### src/rtl/gcd_datapath_pkg.sv
// Shared definitions for the GCD datapath and the control FSM that drives it.
package gcd_pkg;

    localparam int GCD_WIDTH = 16;
    localparam int GCD_CNT_W = 8;

    // Control FSM states; the datapath decodes its flag inputs into this type.
    typedef enum logic [1:0] {
        S_INIT    = 2'd0,
        S_COMPUTE = 2'd1,
        S_FINISH  = 2'd2
    } gcd_state_e;

    // True when exactly one of the three state flags is asserted.
    function automatic logic flags_onehot(input logic init_f, input logic comp_f, input logic fin_f);
        return ({init_f, comp_f, fin_f} == 3'b100) ||
               ({init_f, comp_f, fin_f} == 3'b010) ||
               ({init_f, comp_f, fin_f} == 3'b001);
    endfunction

endpackage

### src/rtl/gcd_datapath_sub_step.sv
// One Euclid subtraction step: compare the two operands and form the
// larger-minus-smaller difference, so the result never wraps.
module gcd_sub_step
    import gcd_pkg::*;
#(
    parameter int WIDTH = GCD_WIDTH
) (
    input  logic [WIDTH-1:0] a,
    input  logic [WIDTH-1:0] b,
    output logic             a_gt_b,
    output logic             eq,
    output logic [WIDTH-1:0] difference
);

    // Compare and subtract the smaller operand from the larger one.
    always_comb begin
        a_gt_b     = (a > b);
        eq         = (a == b);
        difference = a_gt_b ? (a - b) : (b - a);
    end

endmodule

### src/rtl/gcd_datapath.sv
// GCD datapath: operand registers, saturating step counter, result register
// and sticky protocol-error flag, steered by one-hot state flags from an
// external control FSM.
//
// Flag/enable protocol: on every rising edge exactly one of flag_init_i,
// flag_compute_i, flag_finish_i must be high; the datapath advances only on
// edges where gcd_enable_i is high, and the FSM is expected to follow
// compute_enable_o / compare_zero_o on those same edges. Any other flag
// combination latches flag_error_o, forces both requests low and freezes the
// datapath for that edge.
module gcd_datapath
    import gcd_pkg::*;
#(
    parameter int WIDTH = GCD_WIDTH,
    parameter int CNT_W = GCD_CNT_W
) (
    input  logic             clk_i,
    input  logic             nreset_i,
    input  logic             gcd_enable_i,
    input  logic [WIDTH-1:0] a_i,
    input  logic [WIDTH-1:0] b_i,
    input  logic             flag_init_i,
    input  logic             flag_compute_i,
    input  logic             flag_finish_i,
    output logic             compute_enable_o,
    output logic             compare_zero_o,
    output logic [WIDTH-1:0] result_o,
    output logic             result_valid_o,
    output logic [CNT_W-1:0] iter_count_o,
    output logic             flag_error_o
);

    logic [WIDTH-1:0] a_reg;
    logic [WIDTH-1:0] b_reg;
    logic             a_gt_b;
    logic             regs_eq;
    logic [WIDTH-1:0] difference;
    logic             flags_ok;
    logic             operand_zero;
    gcd_state_e       phase;

    gcd_sub_step #(
        .WIDTH (WIDTH)
    ) u_step (
        .a          (a_reg),
        .b          (b_reg),
        .a_gt_b     (a_gt_b),
        .eq         (regs_eq),
        .difference (difference)
    );

    // Decode the flag inputs into a phase and flag illegal combinations.
    always_comb begin
        flags_ok     = flags_onehot(flag_init_i, flag_compute_i, flag_finish_i);
        operand_zero = (a_i == '0) || (b_i == '0);
        phase        = S_INIT;
        if (flag_compute_i) begin
            phase = S_COMPUTE;
        end else if (flag_finish_i) begin
            phase = S_FINISH;
        end
    end

    // Requests to the FSM; both stay low in finish or on a flag violation.
    always_comb begin
        compute_enable_o = 1'b0;
        compare_zero_o   = 1'b0;
        if (flags_ok) begin
            case (phase)
                S_INIT: begin
                    compute_enable_o = !operand_zero;
                    compare_zero_o   = operand_zero;
                end
                S_COMPUTE: begin
                    compare_zero_o = regs_eq;
                end
                default: begin
                end
            endcase
        end
    end

    // Datapath registers: load in init, step in compute, mark valid in finish.
    always_ff @(posedge clk_i or negedge nreset_i) begin
        if (!nreset_i) begin
            a_reg          <= '0;
            b_reg          <= '0;
            result_o       <= '0;
            iter_count_o   <= '0;
            result_valid_o <= 1'b0;
            flag_error_o   <= 1'b0;
        end else if (!flags_ok) begin
            flag_error_o <= 1'b1;
        end else if (gcd_enable_i) begin
            case (phase)
                S_INIT: begin
                    a_reg          <= a_i;
                    b_reg          <= b_i;
                    iter_count_o   <= '0;
                    result_valid_o <= 1'b0;
                    // A zero operand finishes immediately: gcd(0,x)=x.
                    if (operand_zero) begin
                        result_o <= a_i | b_i;
                    end
                end
                S_COMPUTE: begin
                    if (regs_eq) begin
                        result_o <= a_reg;
                    end else begin
                        if (a_gt_b) begin
                            a_reg <= difference;
                        end else begin
                            b_reg <= difference;
                        end
                        if (iter_count_o != {CNT_W{1'b1}}) begin
                            iter_count_o <= iter_count_o + CNT_W'(1);
                        end
                    end
                end
                S_FINISH: begin
                    result_valid_o <= 1'b1;
                end
                default: begin
                end
            endcase
        end
    end

endmodule

### config.mk
export PLATFORM = sky130hd
export DESIGN_NAME = gcd_datapath
export DESIGN_NICKNAME = d
export VERILOG_FILES = /design/src/rtl/gcd_datapath_pkg.sv /design/src/rtl/gcd_datapath_sub_step.sv /design/src/rtl/gcd_datapath.sv
export SDC_FILE = /design/constraint.sdc
export NUM_CORES = 1
export LEC_CHECK = 0
export ABC_AREA = 1
export CAP_MARGIN = 20
export CORE_UTILIZATION = 50
export DETAILED_ROUTE_END_ITERATION = 12
export PLACE_DENSITY = 0.73
export REMOVE_ABC_BUFFERS = 1
export SLEW_MARGIN = 0
export SYNTH_ARGS = -nofsm -noshare
export SYNTH_HDL_FRONTEND = slang
export SYNTH_SLANG_ARGS = --single-unit
export TNS_END_PERCENT = 10
### constraint.sdc
create_clock -name clk_i -period 3.83 [get_ports clk_i]
set_clock_uncertainty 0.1 [all_clocks]
set_input_delay 1.149 -clock clk_i [delete_from_list [all_inputs] [get_ports clk_i]]
set_output_delay 1.149 -clock clk_i [all_outputs]
set_load 0.02 [all_outputs]
**Cell outlines without signal wires**

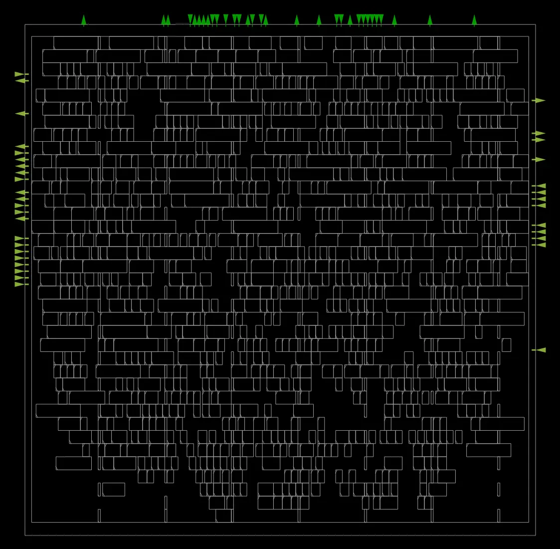
FP Rows: 37
Post-Layout Cell Count: 1065
Tap Count: 136

**Routed clock nets over the placement**

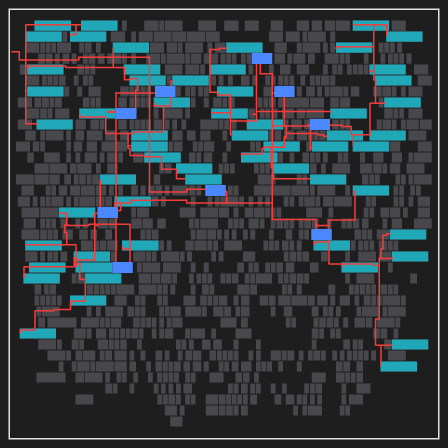
clock wires: in red, length 900 um. clock drivers: in blue, count 9. flip-flops: in cyan, count 58.
There are 10 routed clock nets.

==> Slide: Implementation Results <==
Implementation Results

Clock network
  • CTS tree: done
  • CTS buffer count: 9
  • Sink Count: ~58
  • Maximum clock path buffer count: 2
  • H-tree depth reported by CTS: 3
  • Clock transition at path regs: about 0.07 ns
  • Post-CTS Setup Inserts: 0
  • Cts repair resizes: 35

Synth
  • Yosys adder share: just over 8%
  • Syn_area_per_cell: between 6 and 7 um2
  • Synth warn: 0
  • Largest cells by area: dfrtp_1 27%, nand2_1 16%, inv_1 11%
  • Aoi share: 9.51%
  • Yosys chip area: ~0.0054 mm2
  • # Cells Yosys: 840
  • Top-count cell post-synth: nand2_1
  • Post-Syn Area: 0.00539 mm2
  • Synth logic family: simple AND/OR/NAND/NOR gates
  • EDFF count, synth: 0
  • Asr flop ratio synth: 100%
  • Distinct lib cells used: 38

Critical path
  • End point of the critical path: compare_zero_o
  • Critical Path Start: a_i[8]
  • Largest delay contributor family on the critical path: simple AND/OR/NAND/NOR gates
  • CP arrival: 2.45 ns
  • Most used cell, CP: nand2_1
  • Slowest cell on crit path: nor4_2
  • CP Launch Type: input port
  • Origin of the critical flop-to-flop path: a_reg[0]$_DFFE_PN0P_
  • Crit path capture type: output port

Route
  • WL final: roughly 15000 um
  • TritonRoute pass-1 iters: 5
  • Initial DRC Count: between 200 and 300
  • Met2 wire length: between 7000 and 8000 um
  • Total number of vias: between 5k and 6k
  • Met1 wire length: a little over 6000 um

Pwr
  • Combinational power: around 4.3 mW
  • P_seq: roughly 1.1 mW
  • Combinational share of power: about three quarters
  • Power density cells: about 900 mW/mm2
  • Top Consumer: combinational logic
  • Clock Power Share: under 10%

Layout
  • NonClk Buf Share: about 14%
  • Flop share of the area: 22.2%
  • Final sequential cell count: slightly below 60
  • Layout clock area frac: 2.63%
  • Share of cells above drive strength 1: 13.0%
  • Multi-In Gates: around 590
  • Commonest Layout Cell: nand2_1

Placement
  • DPL Wire Length: 12100 um
  • GPL Wtd Cong: just under 1
  • Cells after DPL: approximately 1.0k

Floorplanning
  • Die height: between 100 and 150 um
  • Die Wd: approximately 110 um
  • DIE AREA: about 0.011 mm2

Job
  • Max cap viols: 0
  • OpenROAD warning count: 40

Global route
  • Initial antenna violation count: 0
  • First-pass GRT wire length: about 25000 um
  • Largest net degree at the start of global routing: 48
  • Total congestion overflow: 0

Final timing
  • Fin crit share: between 90 and 100%
  • Worst hold slack: roughly 0.4 ns
  • Fmax: 0.270 GHz
  • Headroom to the max-slew limit: around 62%
  • Final setup TNS: 0 ns
  • Final Max Slew Viols: 0
  • Minimum clock period: ~3.7 ns

Outcome
  • Outcome: finished, final reports clean

Hold path
  • Worst Hold Depth: 1
  • Worst min path class: register to register
**Cell sizes after repair**

The bar under the picture is 20 um long.
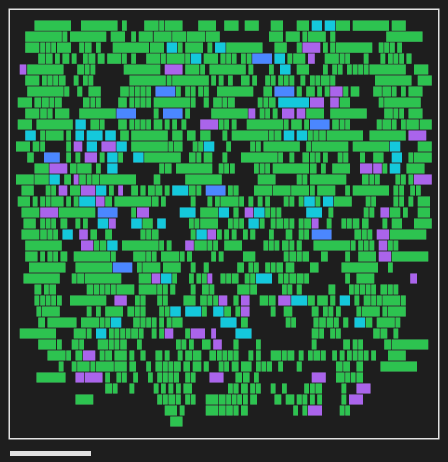
_2 cells: in purple, cells 57, share 6.1%, most used nor2_2. _6 and larger: in blue, cells 11, share 1.2%, most used clkbuf_8. _3 and _4 cells: in cyan, cells 53, share 5.7%, most used buf_4. _0 and _1 cells: in green, cells 808, share 87%, most used nand2_1.
setup ws final: 0.131 ns
fin area: 0.00653 mm2
Repair and plain buffers: 102
Area growth, synth to finish: 21.1%

No activity file was given, so power comes from the tool's default toggle rates.
